**src/rtl/tinycpu_pkg.sv**
```systemverilog
// Shared constants and types for the tinycpu memory subsystem.
// The RAM geometry is common to ram and ram_loader.
package tinycpu_pkg;

  localparam int ADDR_W = 12;
  localparam int DATA_W = 16;
  localparam int BYTE_W = 8;

  typedef enum logic [2:0] {
    IDLE,
    HI,
    LO,
    WR,
    FIN
  } ld_state_e;

endpackage

```
**src/rtl/ram_loader_if.sv**
```systemverilog
// Byte-stream input and RAM write port of the loader, bundled for port lists.
// Stream handshake: a byte moves on a rising edge where in_valid && in_ready are both 1;
// in_ready never depends on in_valid, and the source may drop in_valid between bytes.
interface ram_loader_if #(
  parameter int ADDR_W = tinycpu_pkg::ADDR_W,
  parameter int DATA_W = tinycpu_pkg::DATA_W
);

  logic                in_valid;
  logic [7:0]          in_data;
  logic                in_ready;
  logic                ram_load;
  logic [ADDR_W-1:0]   ram_addr;
  logic [DATA_W-1:0]   ram_d;

  modport master (
    input  in_valid,
    input  in_data,
    output in_ready,
    output ram_load,
    output ram_addr,
    output ram_d
  );

  modport slave (
    output in_valid,
    output in_data,
    input  in_ready,
    input  ram_load,
    input  ram_addr,
    input  ram_d
  );

endinterface

```
**src/rtl/ram_loader.sv**
```systemverilog
// Bulk RAM preloader: packs a byte stream (high byte first) into 16-bit words
// and writes them to consecutive RAM addresses starting at base.
module ram_loader #(
  parameter int ADDR_W = tinycpu_pkg::ADDR_W,
  parameter int DATA_W = tinycpu_pkg::DATA_W
) (
  input  logic                   clk,
  input  logic                   rst_n,
  input  logic                   start,
  input  logic [ADDR_W-1:0]      base,
  input  logic [ADDR_W-1:0]      len,
  ram_loader_if.master           bus,
  output logic                   busy,
  output logic                   done,
  output tinycpu_pkg::ld_state_e dbg_state
);

  import tinycpu_pkg::*;

  ld_state_e         state;
  ld_state_e         state_nx;
  logic [ADDR_W-1:0] cnt_q;
  logic [ADDR_W-1:0] addr_q;
  logic [DATA_W-1:0] word_q;
  logic              take;

  assign take = bus.in_valid && bus.in_ready;

  always_ff @(posedge clk) begin
    if (!rst_n) begin
      state <= IDLE;
    end else begin
      state <= state_nx;
    end
  end

  always_comb begin
    state_nx = state;
    unique case (state)
      IDLE: begin
        if (start) begin
          state_nx = (len != '0) ? HI : FIN;
        end
      end
      HI: begin
        if (take) begin
          state_nx = LO;
        end
      end
      LO: begin
        if (take) begin
          state_nx = WR;
        end
      end
      WR: begin
        state_nx = (cnt_q == ADDR_W'(1)) ? FIN : HI;
      end
      FIN: begin
        state_nx = IDLE;
      end
      default: begin
        state_nx = IDLE;
      end
    endcase
  end

  // Byte assembler, word counter and address pointer; address wraps naturally.
  always_ff @(posedge clk) begin
    if (!rst_n) begin
      cnt_q  <= '0;
      addr_q <= '0;
      word_q <= '0;
    end else begin
      unique case (state)
        IDLE: begin
          if (start && (len != '0)) begin
            cnt_q  <= len;
            addr_q <= base;
          end
        end
        HI: begin
          if (take) begin
            word_q[DATA_W-1 -: BYTE_W] <= bus.in_data;
          end
        end
        LO: begin
          if (take) begin
            word_q[BYTE_W-1:0] <= bus.in_data;
          end
        end
        WR: begin
          cnt_q  <= cnt_q - ADDR_W'(1);
          addr_q <= addr_q + ADDR_W'(1);
        end
        default: begin
        end
      endcase
    end
  end

  // ram_load is qualified by rst_n so a WR cycle that meets reset never commits a word.
  assign bus.in_ready = (state == HI) || (state == LO);
  assign bus.ram_load = (state == WR) && rst_n;
  assign bus.ram_addr = addr_q;
  assign bus.ram_d    = word_q;
  assign busy         = (state != IDLE);
  assign done         = (state == FIN);
  assign dbg_state    = state;

endmodule
```
**src/flat_wrapper.sv**
```systemverilog
// flat-port wrapper written by rule: the top's interface ports become plain ports
module ram_loader_flat import tinycpu_pkg::*;
#(
  parameter int ADDR_W = tinycpu_pkg::ADDR_W,
  parameter int DATA_W = tinycpu_pkg::DATA_W
)
  (clk, rst_n, start, base, len, busy, done, dbg_state, bus_in_valid, bus_in_data, bus_in_ready, bus_ram_load, bus_ram_addr, bus_ram_d);
  ram_loader_if #(.ADDR_W(ADDR_W), .DATA_W(DATA_W)) bus_i ();
  input  logic clk;
  input  logic rst_n;
  input  logic start;
  input  logic [ADDR_W-1:0] base;
  input  logic [ADDR_W-1:0] len;
  output logic busy;
  output logic done;
  output tinycpu_pkg::ld_state_e dbg_state;
  input wire logic [$bits(bus_i.in_valid)-1:0] bus_in_valid;
  input wire logic [$bits(bus_i.in_data)-1:0] bus_in_data;
  output wire logic [$bits(bus_i.in_ready)-1:0] bus_in_ready;
  output wire logic [$bits(bus_i.ram_load)-1:0] bus_ram_load;
  output wire logic [$bits(bus_i.ram_addr)-1:0] bus_ram_addr;
  output wire logic [$bits(bus_i.ram_d)-1:0] bus_ram_d;
  assign bus_i.in_valid = bus_in_valid;
  assign bus_i.in_data = bus_in_data;
  assign bus_in_ready = bus_i.in_ready;
  assign bus_ram_load = bus_i.ram_load;
  assign bus_ram_addr = bus_i.ram_addr;
  assign bus_ram_d = bus_i.ram_d;
  ram_loader #(.ADDR_W(ADDR_W), .DATA_W(DATA_W)) u_core (.clk(clk), .rst_n(rst_n), .start(start), .base(base), .len(len), .bus(bus_i), .busy(busy), .done(done), .dbg_state(dbg_state));
endmodule
```
**config.mk**
```make
export PLATFORM = sky130hd
export DESIGN_NAME = ram_loader_flat
export DESIGN_NICKNAME = d
export VERILOG_FILES = /design/src/rtl/tinycpu_pkg.sv /design/src/rtl/ram_loader_if.sv /design/src/rtl/ram_loader.sv /design/src/flat_wrapper.sv
export SDC_FILE = /design/constraint.sdc
export NUM_CORES = 1
export LEC_CHECK = 0
export ABC_AREA = 1
export CORE_MARGIN = 1
export CORE_UTILIZATION = 51
export DETAILED_ROUTE_END_ITERATION = 8
export HOLD_SLACK_MARGIN = 0.06
export PLACE_DENSITY_LB_ADDON = 0.1
export SLEW_MARGIN = 30
export SYNTH_ARGS = -nofsm -noshare
export SYNTH_HDL_FRONTEND = slang
export SYNTH_SLANG_ARGS = --single-unit
```
**constraint.sdc**
```tcl
create_clock -name clk -period 4.3 [get_ports clk]
set_input_delay 0.645 -clock clk [delete_from_list [all_inputs] [get_ports clk]]
set_output_delay 0.645 -clock clk [all_outputs]
set_load 0.01 [all_outputs]
```
run_1/floorplan.png
Bar = 20 um. Pins as bars on the die edge.
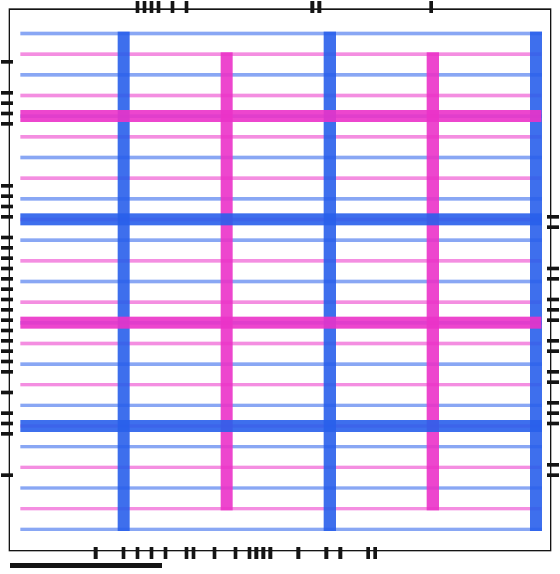
legend:
  blue:
    net: VSS
  magenta:
    net: VDD
rows: 24
met1 rails: 25
met5 straps: 4
signal pins: 71
met4 straps: 5

run_1/class_map.png
Bar = 20 um.
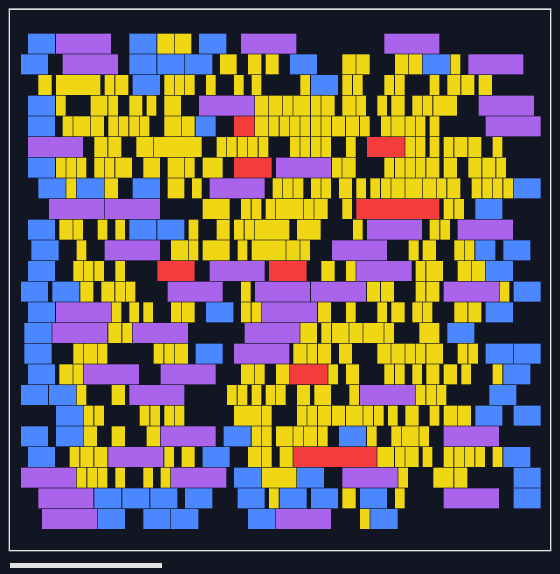
legend:
  red:
    class: clock drivers and dummy loads
    cells: 8
    share_of_their_area: 4.3%
  blue:
    class: remaining buffers and delay cells
    cells: 72
    share_of_their_area: 22%
  yellow:
    class: remaining logic cells
    cells: 323
    share_of_their_area: 46%
  purple:
    class: sequential cells
    cells: 43
    share_of_their_area: 27%

run_1/clock_wires.png
Bar = 20 um.
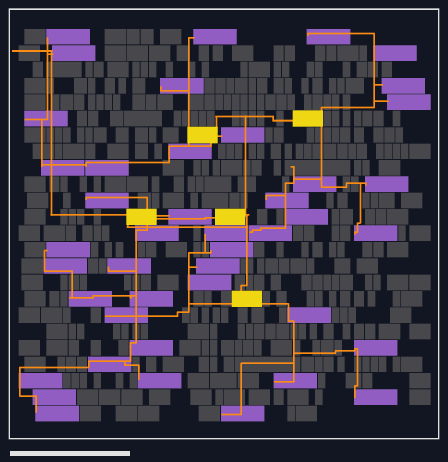
legend:
  yellow:
    item: clock-net drivers
    count: 5
  purple:
    item: flip-flops
    count: 43
  orange:
    item: clock wires
    length: 534 um
flops lie: all over the die
routed clock nets: 6

==> run_results.csv, run 1 <==
group,metric,value,unit
status,status,"complete, but fails checks",
status,violations,"DRC",
final_layout,final_nets,484,
final_timing,final.setup.worst_slack,1.19,ns
placed_design,place.gp.congestion,0.793,
routing,drt_wl_total,6.36,mm
final_timing,tns,0,ns
final_layout,seq_cells,43,
final_layout,area_dominant_class,"multi-input combinational cells",
final_layout,nClkBuffers,5,
final_layout,fin_util,73.0,%
cts,cts-root-buf,"clkbuf_8",
yosys,postSynthRegisterBits,43,
grt,global_route_met2_usage,44.2,%
yosys,xor_area_share,0.720,%
grt,gr-usage-met1,33.7,%
final_timing,finalSetupViolCount,0,
routing,drc_errors,3,
power,power.total,1.29,mW
power,switchingPower,423,uW
power,pg_clk,378,uW
final_layout,sequential_cell_area,861,um^2
cts,clock_latency,0.29,ns
power,pwr-share-seq,38.9,%
==> run 2: changes to the inputs <==
--- a/config.mk
+++ b/config.mk
@@ -7,7 +7,7 @@
 export LEC_CHECK = 0
 export ABC_AREA = 1
 export CORE_MARGIN = 1
-export CORE_UTILIZATION = 51
+export CORE_UTILIZATION = 48
 export DETAILED_ROUTE_END_ITERATION = 8
 export HOLD_SLACK_MARGIN = 0.06
 export PLACE_DENSITY_LB_ADDON = 0.1
==> constraint.sdc (replaced) <==
create_clock -name clk -period 3.15 [get_ports clk]
set_input_delay 0.4725 -clock clk [delete_from_list [all_inputs] [get_ports clk]]
set_output_delay 0.4725 -clock clk [all_outputs]
set_load 0.01 [all_outputs]
run_2/clock_wires.png
Bar = 20 um.
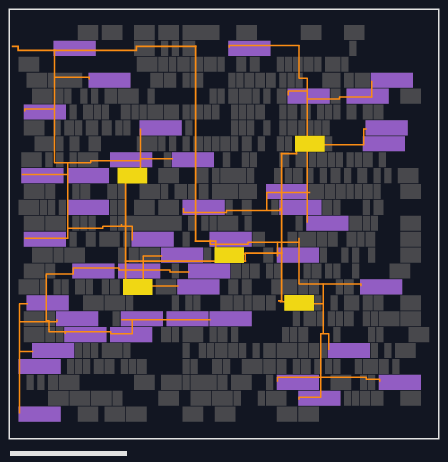
power consumed by the clock network: 446 uW
worst skew pair latency: 0.30 ns
Layout Skew: 0.00440 ns
share of power burned in the clock network: 26.4%

==> run_results.csv, run 2 <==
group,metric,value,unit
status,status,"completed",
final_layout,fin_util,68.3,%
final_layout,sequential_cell_area,861,um^2
placed_design,post-dp-hpwl,4.52,mm
routing,routedWlPerCell,12.5,um
final_layout,nClkBuffers,5,
routing,drt_wl_total,6.41,mm
final_layout,final_nets,485,
power,swShare,34.5,%
grt,global_route_wire_length_before_repair,11.0,mm
final_timing,finalSetupViolCount,0,
routing,drc_errors,0,
final_layout,area_dominant_class,"multi-input combinational cells",
worst_setup_path,critical_path.top_delay_family,"buffers and inverters",
routing,drt-pass1-iter-count,4,
power,switchingPower,583,uW
yosys,ys_seq_share,35.4,%
final_timing,final.setup.worst_slack,0.686,ns
worst_setup_path,setup.worst_path.class,"register to output port",
final_layout,seq_cells,43,
final_timing,fin_crit,2.46,ns
yosys,synth_adder_area_share,1.54,%
cts,htree_num_levels,2,
power,pwr-share-seq,40.5,%
power,power.total,1.69,mW
yosys,postSynthRegisterBits,43,
grt,gr-usage-met1,33.8,%
worst_setup_path,critical_path.startpoint,"u_core.dbg_state[1]",
yosys,yosys.cell_types.count,30,
final_timing,tns,0,ns
power,largestPowerGroup,"registers",
placed_design,place.gp.congestion,0.868,
final_layout,clock_area_share,3.52,%
grt,global_route_met2_usage,41.7,%
cts,cts-buffers-inserted,5,
yosys,xor_area_share,0.720,%
power,power.sequential.total,682,uW
worst_setup_path,r2r_setup_slk,1.23,ns
job,openroad.warnings,27,
worst_setup_path,worst_ep_arrival_time,1.99,ns
job,max_cap_violations,0,
cts,cts-root-buf,"clkbuf_8",
routing,ant_nets,0,
worst_setup_path,crit_required,2.68,ns
Power is estimated from default activity; no workload was simulated.
